**config.mk**
```make
export PLATFORM = sky130hd
export DESIGN_NAME = config_frame_loader
export DESIGN_NICKNAME = d
export VERILOG_FILES = /design/src/rtl/config_frame_loader.sv
export SDC_FILE = /design/constraint.sdc
export NUM_CORES = 1
export LEC_CHECK = 0
export ABC_CLOCK_PERIOD_IN_PS = 2780
export CAP_MARGIN = 10
export CORE_MARGIN = 10
export CORE_UTILIZATION = 40
export DETAILED_ROUTE_END_ITERATION = 7
export PLACE_DENSITY = 0.6
export SYNTH_ARGS = -nofsm -noshare
export SYNTH_HDL_FRONTEND = slang
export SYNTH_SLANG_ARGS = --single-unit
```
**constraint.sdc**
```tcl
create_clock -name CLK -period 2.78 [get_ports CLK]
set_clock_uncertainty 0.1 [all_clocks]
set_input_delay 0.556 -clock CLK [delete_from_list [all_inputs] [get_ports CLK]]
set_output_delay 0.556 -clock CLK [all_outputs]
set_load 0.01 [all_outputs]
```
**src/rtl/config_frame_loader.sv**
```systemverilog
// Configuration frame loader: syncs on a 32-bit word stream, assembles one frame per
// column and drives frame data plus a one-hot latch strobe. Optional checksum word: CFG_CHECKSUM_EN.
module config_frame_loader #(
    parameter int          NUM_ROWS      = 4,
    parameter int          MAX_FRAMES    = 20,
    parameter int          COL_ADDR_W    = 5,
    parameter int          STROBE_CYCLES = 2,
    parameter logic [31:0] SYNC_WORD     = 32'hFAB0_FAB1
) (
    input  logic                   CLK,
    input  logic                   RESET,
    input  logic [31:0]            WriteData,
    input  logic                   WriteStrobe,
    output logic                   WriteReady,
    output logic [32*NUM_ROWS-1:0] FrameData,
    output logic [COL_ADDR_W-1:0]  FrameAddress,
    output logic [MAX_FRAMES-1:0]  FrameStrobe,
    output logic                   Synced,
    output logic                   Error
);
    localparam int FD_W   = 32 * NUM_ROWS;
    localparam int CNT_W  = $clog2(NUM_ROWS + 1);
    localparam int SCNT_W = $clog2(STROBE_CYCLES + 1);
    localparam logic [CNT_W-1:0]  LAST_WORD   = CNT_W'(NUM_ROWS - 1);
    localparam logic [SCNT_W-1:0] LAST_STROBE = SCNT_W'(STROBE_CYCLES - 1);
    localparam logic [5:0]        FRAME_LIMIT = 6'(MAX_FRAMES);

    typedef enum logic [2:0] {
        S_IDLE,
        S_HEADER,
        S_DATA,
`ifdef CFG_CHECKSUM_EN
        S_CHECK,
`endif
        S_STROBE,
        S_HOLD
    } state_t;

    state_t                  state_reg, state_next;
    logic [CNT_W-1:0]        word_cnt_reg, word_cnt_next;
    logic [SCNT_W-1:0]       strobe_cnt_reg, strobe_cnt_next;
    logic [COL_ADDR_W-1:0]   col_reg, col_next;
    logic [4:0]              idx_reg, idx_next;
    logic                    synced_reg, synced_next;
    logic                    error_reg, error_next;
    logic [FD_W-1:0]         frame_data_reg;
    logic [COL_ADDR_W-1:0]   frame_addr_reg;
    logic [MAX_FRAMES-1:0]   strobe_reg;
    logic [31:0]             staging_reg [NUM_ROWS];
    logic [FD_W-1:0]         staging_flat;
    logic [FD_W-1:0]         frame_src;
    logic [MAX_FRAMES-1:0]   strobe_decode;
    logic                    accept, is_sync, idx_valid;
    logic                    staging_we, frame_done, frame_ok, load_frame;
`ifdef CFG_CHECKSUM_EN
    logic [31:0]             checksum_reg, checksum_next;
`endif

    assign accept     = WriteStrobe && WriteReady;
    assign is_sync    = (WriteData == SYNC_WORD);
    assign idx_valid  = ({1'b0, idx_reg} < FRAME_LIMIT);
    assign WriteReady = !((state_reg == S_STROBE) || (state_reg == S_HOLD));

    genvar gi;
    generate
        for (gi = 0; gi < NUM_ROWS; gi++) begin : g_row
            always_ff @(posedge CLK) begin
                if (RESET) begin
                    staging_reg[gi] <= '0;
                end else if (staging_we && (word_cnt_reg == CNT_W'(gi))) begin
                    staging_reg[gi] <= WriteData;
                end
            end
            assign staging_flat[32*gi +: 32] = staging_reg[gi];
        end
        for (gi = 0; gi < MAX_FRAMES; gi++) begin : g_strobe
            assign strobe_decode[gi] = (idx_reg == 5'(gi));
        end
    endgenerate

    // Without a checksum word the last data word lands in staging on the same edge
    // the frame is published, so it is taken straight from the bus.
    always_comb begin
        frame_src = staging_flat;
`ifndef CFG_CHECKSUM_EN
        frame_src[FD_W-32 +: 32] = WriteData;
`endif
    end

    always_comb begin
        state_next      = state_reg;
        word_cnt_next   = word_cnt_reg;
        strobe_cnt_next = strobe_cnt_reg;
        col_next        = col_reg;
        idx_next        = idx_reg;
        synced_next     = synced_reg;
        error_next      = error_reg;
        staging_we      = 1'b0;
        frame_done      = 1'b0;
        frame_ok        = 1'b1;
        load_frame      = 1'b0;
`ifdef CFG_CHECKSUM_EN
        checksum_next   = checksum_reg;
`endif
        case (state_reg)
            S_IDLE: begin
                if (accept && is_sync) begin
                    state_next  = S_HEADER;
                    synced_next = 1'b1;
                    error_next  = 1'b0;
                end
            end
            S_HEADER: begin
                if (accept) begin
                    if (WriteData[0]) begin
                        state_next  = S_IDLE;
                        synced_next = 1'b0;
                    end else if (!is_sync) begin
                        col_next      = WriteData[24 +: COL_ADDR_W];
                        idx_next      = WriteData[23:19];
                        word_cnt_next = '0;
                        state_next    = S_DATA;
`ifdef CFG_CHECKSUM_EN
                        checksum_next = '0;
`endif
                    end
                end
            end
            S_DATA: begin
                if (accept) begin
                    staging_we    = 1'b1;
                    word_cnt_next = word_cnt_reg + CNT_W'(1);
`ifdef CFG_CHECKSUM_EN
                    checksum_next = checksum_reg ^ WriteData;
                    if (word_cnt_reg == LAST_WORD) state_next = S_CHECK;
`else
                    if (word_cnt_reg == LAST_WORD) frame_done = 1'b1;
`endif
                end
            end
`ifdef CFG_CHECKSUM_EN
            S_CHECK: begin
                if (accept) begin
                    frame_done = 1'b1;
                    frame_ok   = (WriteData == checksum_reg);
                end
            end
`endif
            S_STROBE: begin
                strobe_cnt_next = strobe_cnt_reg + SCNT_W'(1);
                if (strobe_cnt_reg == LAST_STROBE) state_next = S_HOLD;
            end
            S_HOLD:   state_next = S_HEADER;
            default:  state_next = S_IDLE;
        endcase

        // A rejected frame (bad index or checksum) skips the strobe but still takes the HOLD cycle.
        if (frame_done) begin
            if (frame_ok && idx_valid) begin
                state_next      = S_STROBE;
                strobe_cnt_next = '0;
                load_frame      = 1'b1;
            end else begin
                state_next = S_HOLD;
                error_next = 1'b1;
            end
        end
    end

    always_ff @(posedge CLK) begin
        if (RESET) begin
            state_reg      <= S_IDLE;
            word_cnt_reg   <= '0;
            strobe_cnt_reg <= '0;
            col_reg        <= '0;
            idx_reg        <= '0;
            synced_reg     <= 1'b0;
            error_reg      <= 1'b0;
            frame_data_reg <= '0;
            frame_addr_reg <= '0;
            strobe_reg     <= '0;
        end else begin
            state_reg      <= state_next;
            word_cnt_reg   <= word_cnt_next;
            strobe_cnt_reg <= strobe_cnt_next;
            col_reg        <= col_next;
            idx_reg        <= idx_next;
            synced_reg     <= synced_next;
            error_reg      <= error_next;
            strobe_reg     <= (state_next == S_STROBE) ? strobe_decode : '0;
            if (load_frame) begin
                frame_data_reg <= frame_src;
                frame_addr_reg <= col_reg;
            end
        end
    end

`ifdef CFG_CHECKSUM_EN
    always_ff @(posedge CLK) begin
        if (RESET) checksum_reg <= '0;
        else       checksum_reg <= checksum_next;
    end
`endif

    assign FrameData    = frame_data_reg;
    assign FrameAddress = frame_addr_reg;
    assign FrameStrobe  = strobe_reg;
    assign Synced       = synced_reg;
    assign Error        = error_reg;
endmodule

```
### PDN straps and rails

Pins as bars on the die edge.
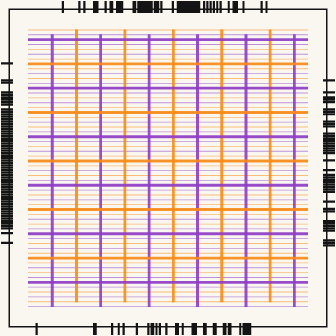
Orange marks VDD. Purple marks VSS.
The core has 57 rows. 58 met1 rails follow the rows. 11 straps on met5. 191 signal pins sit on the boundary. 11 straps on met4.
VDD IR-drop max: 0.570 mV
Die Ht: 177 um

### Cells coloured by class

The bar under the picture is 50 um long.
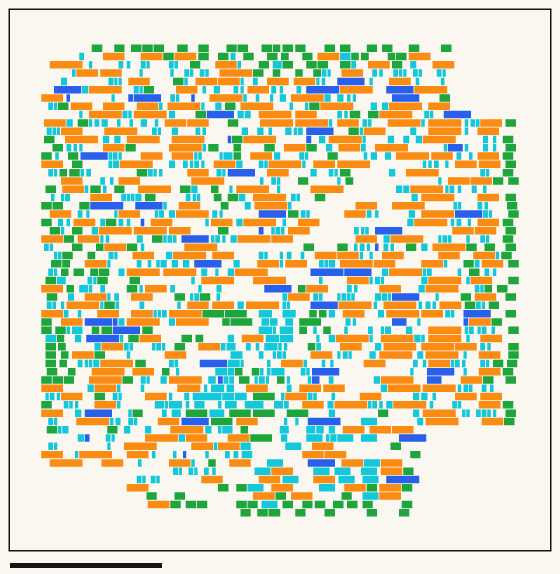
Cyan marks all other logic, cells 628. Blue marks clock drivers and dummy loads, cells 53. Green marks other buffers and delay cells, cells 243. Orange marks flip-flops, cells 269.
register fraction of the total cell area: 46.9%
Finished Core Util: 55.7%

### Clock distribution

The bar under the picture is 50 um long.
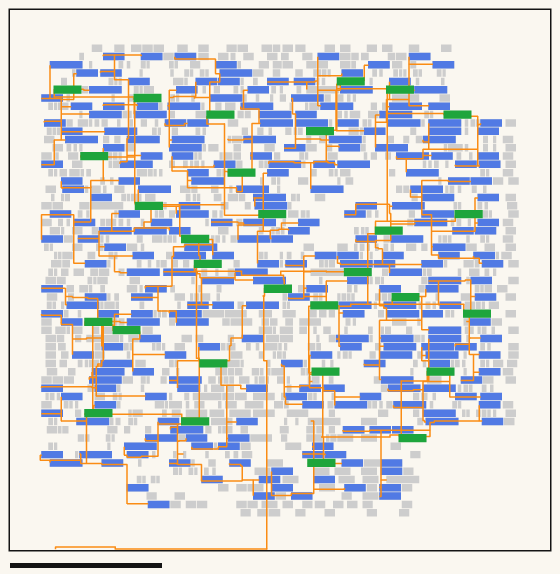
Orange marks clock wires, length 3230 um. Blue marks flip-flops, count 269. Green marks cells driving clock nets, count 29.
Position of the flops: widely spread. There are 30 routed clock nets.
power in the clock group: 4.14 mW
clock network fraction of total power: 48.6%
Skew-Pair Late Insertion Delay: 0.53 ns

### Wiring by layer

Only two layers are drawn.
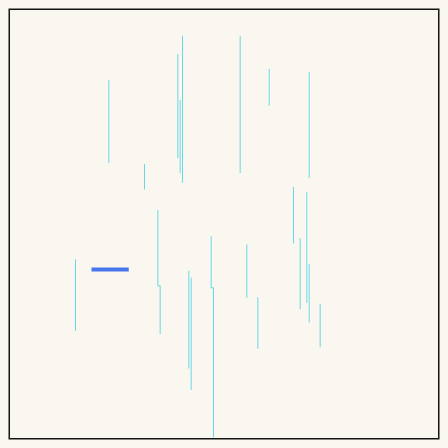
Blue marks met5, wire length 13.8 um. Cyan marks met4, wire length 726 um.

### Clock nets

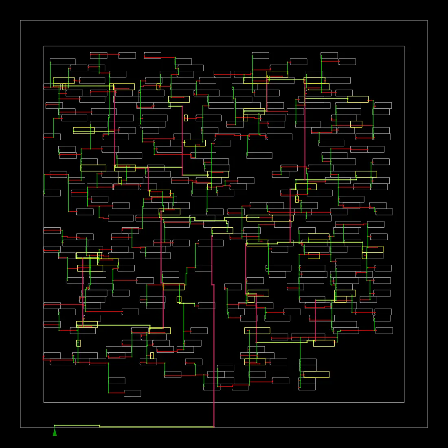
number of buffers inserted during clock tree synthesis: 29
number of clock sinks: 269

==> Table 3: Implementation characteristics <==
Physical implementation characteristics

Parameter                              Value

Run status
  Outcome .................. complete, no violations

Cells and area
  Antenna fix cells .................. 2
  Count of multi-input combinational gates .................. between 600 and 700
  Count of non-CTS inverters in the layout .................. 7
  Cell type taking the most area .................. sequential cells
  Layout non-clock buf frac .................. 18.0%

Synth
  Chip area line of the yosys report .................. 0.00987 mm2
  Summed instance area of the synthesized netlist .................. 0.00987 mm2
  Ys Warns .................. 0
  Net Count, Synth .................. 1004

CTS
  Clock tree from TritonCTS .................. done
  Buffer type at the clock tree root .................. sky130_fd_sc_hd__clkbuf_16
  Clock Tree Buf Depth .................. 3
  CTS HTree Levels .................. 1

Power and ir drop
  Group drawing the most power .................. clock
  Internal Dissipation .................. around 6.8 mW

Timing
  Max transition margin .................. 53.6%
  Count of final hold-check violations .................. 0
  RSZ-0062 raised after global routing .................. false
  Peak Freq .................. between 300 and 400 MHz
  Smallest setup slack after layout .................. 0.150 ns

Global routing
  Antenna violations before repair .................. 5
  First-pass GRT wire length .................. 43800 um

Worst hold path
  Worst Hold Class .................. reg2reg

Critical path
  Slowest cell on crit path .................. sky130_fd_sc_hd__clkdlybuf4s50_1

Route
  Routed wire per std cell .................. about 19 um
  Post-detailed-routing wire length .................. 28700 um

Floorplanning
  Count of boundary I/O pins .................. about 190
  Die area .................. 0.0314 mm2
## cells in the mapped netlist (2+ instances only)
cell | count | share of area [%]
sky130_fd_sc_hd__nor3_1 | 3 | 0.15
sky130_fd_sc_hd__nor4b_1 | 2 | 0.18
sky130_fd_sc_hd__a21oi_1 | 149 | 7.6
sky130_fd_sc_hd__or4_4 | 2 | 0.23
sky130_fd_sc_hd__ha_1 | 6 | 0.76
sky130_fd_sc_hd__a21o_1 | 3 | 0.23
sky130_fd_sc_hd__dfxtp_1 | 173 | 35
sky130_fd_sc_hd__buf_6 | 3 | 0.34
sky130_fd_sc_hd__clkbuf_1 | 58 | 2.2
sky130_fd_sc_hd__and3_1 | 2 | 0.13
sky130_fd_sc_hd__nand2b_1 | 2 | 0.13
sky130_fd_sc_hd__nor2_1 | 10 | 0.38
sky130_fd_sc_hd__and4b_1 | 2 | 0.20
sky130_fd_sc_hd__a2111oi_2 | 18 | 2.7
sky130_fd_sc_hd__inv_1 | 6 | 0.23
sky130_fd_sc_hd__nand4b_1 | 3 | 0.27
sky130_fd_sc_hd__buf_1 | 2 | 0.076
sky130_fd_sc_hd__nor3b_1 | 3 | 0.23
sky130_fd_sc_hd__nand4_1 | 2 | 0.13
sky130_fd_sc_hd__nand2_1 | 292 | 11
sky130_fd_sc_hd__edfxtp_1 | 96 | 29
sky130_fd_sc_hd__a2111oi_1 | 2 | 0.20
sky130_fd_sc_hd__or3b_2 | 2 | 0.18
sky130_fd_sc_hd__nand3b_1 | 3 | 0.23
sky130_fd_sc_hd__and2_1 | 96 | 6.1
sky130_fd_sc_hd__buf_2 | 3 | 0.15
sky130_fd_sc_hd__nand3_1 | 2 | 0.10
sky130_fd_sc_hd__or3_1 | 2 | 0.13
## what timing repair did
item,CTS,global route
endpoints found under the setup margin,1,0
resized,2,0
hold buffers,0,0
setup buffers,0,0
## final timing paths
check	start	end	slack, ns	depth (start not counted)
hold / removal	col_reg[4]	FrameAddress[4]	0.35	2
setup reg to reg	state_reg[1]	FrameStrobe[11]	0.40	5
setup / recovery	state_reg[2]	WriteReady	0.15	4
hold reg to reg	col_reg[4]	FrameAddress[4]	0.35	2
## layer usage
| metal | wire (um) | vias to the layer above |
|---|---|---|
| met1 | 13100 | 3517 |
| met3 | 2460 | 49 |
| li1 | - | 3662 |
| met4 | 726 | 2 |
| met5 | 13 | - |
| met2 | 12400 | 193 |
## cells by family after synthesis
| logic type | share of synthesized area [%] |
|---|---|
| simple gates | 20.4 |
| flops | 64.3 |
| compound gates | 11.3 |
| buf+inv | 3.04 |
| fa+ha+maj | 0.760 |
| xor+xnor | 0.0887 |
| mux | 0.101 |
## metrics by stage
stage	std cells	utilization [%]	hold WS, ns	power [mW]
2_1_floorplan	963	-	0.332	4.27
3_3_place_gp	1464	51.4	0.341	4.46
3_5_place_dp	1464	51.4	0.346	4.46
4_1_cts	1517	55.7	0.354	8.59
5_1_grt	1518	55.7	0.366	8.75
6_report	1519	55.7	0.351	8.51
## worst max-delay path: cells and delay by family, from the launching register on
kind                   cells  cell delay, ns
AND/OR/NAND/NOR            2            0.37
flip-flops                 1            0.39
buffers and inverters      2            0.69
Power figures rest on the tool's default switching activity, not on a simulated workload.
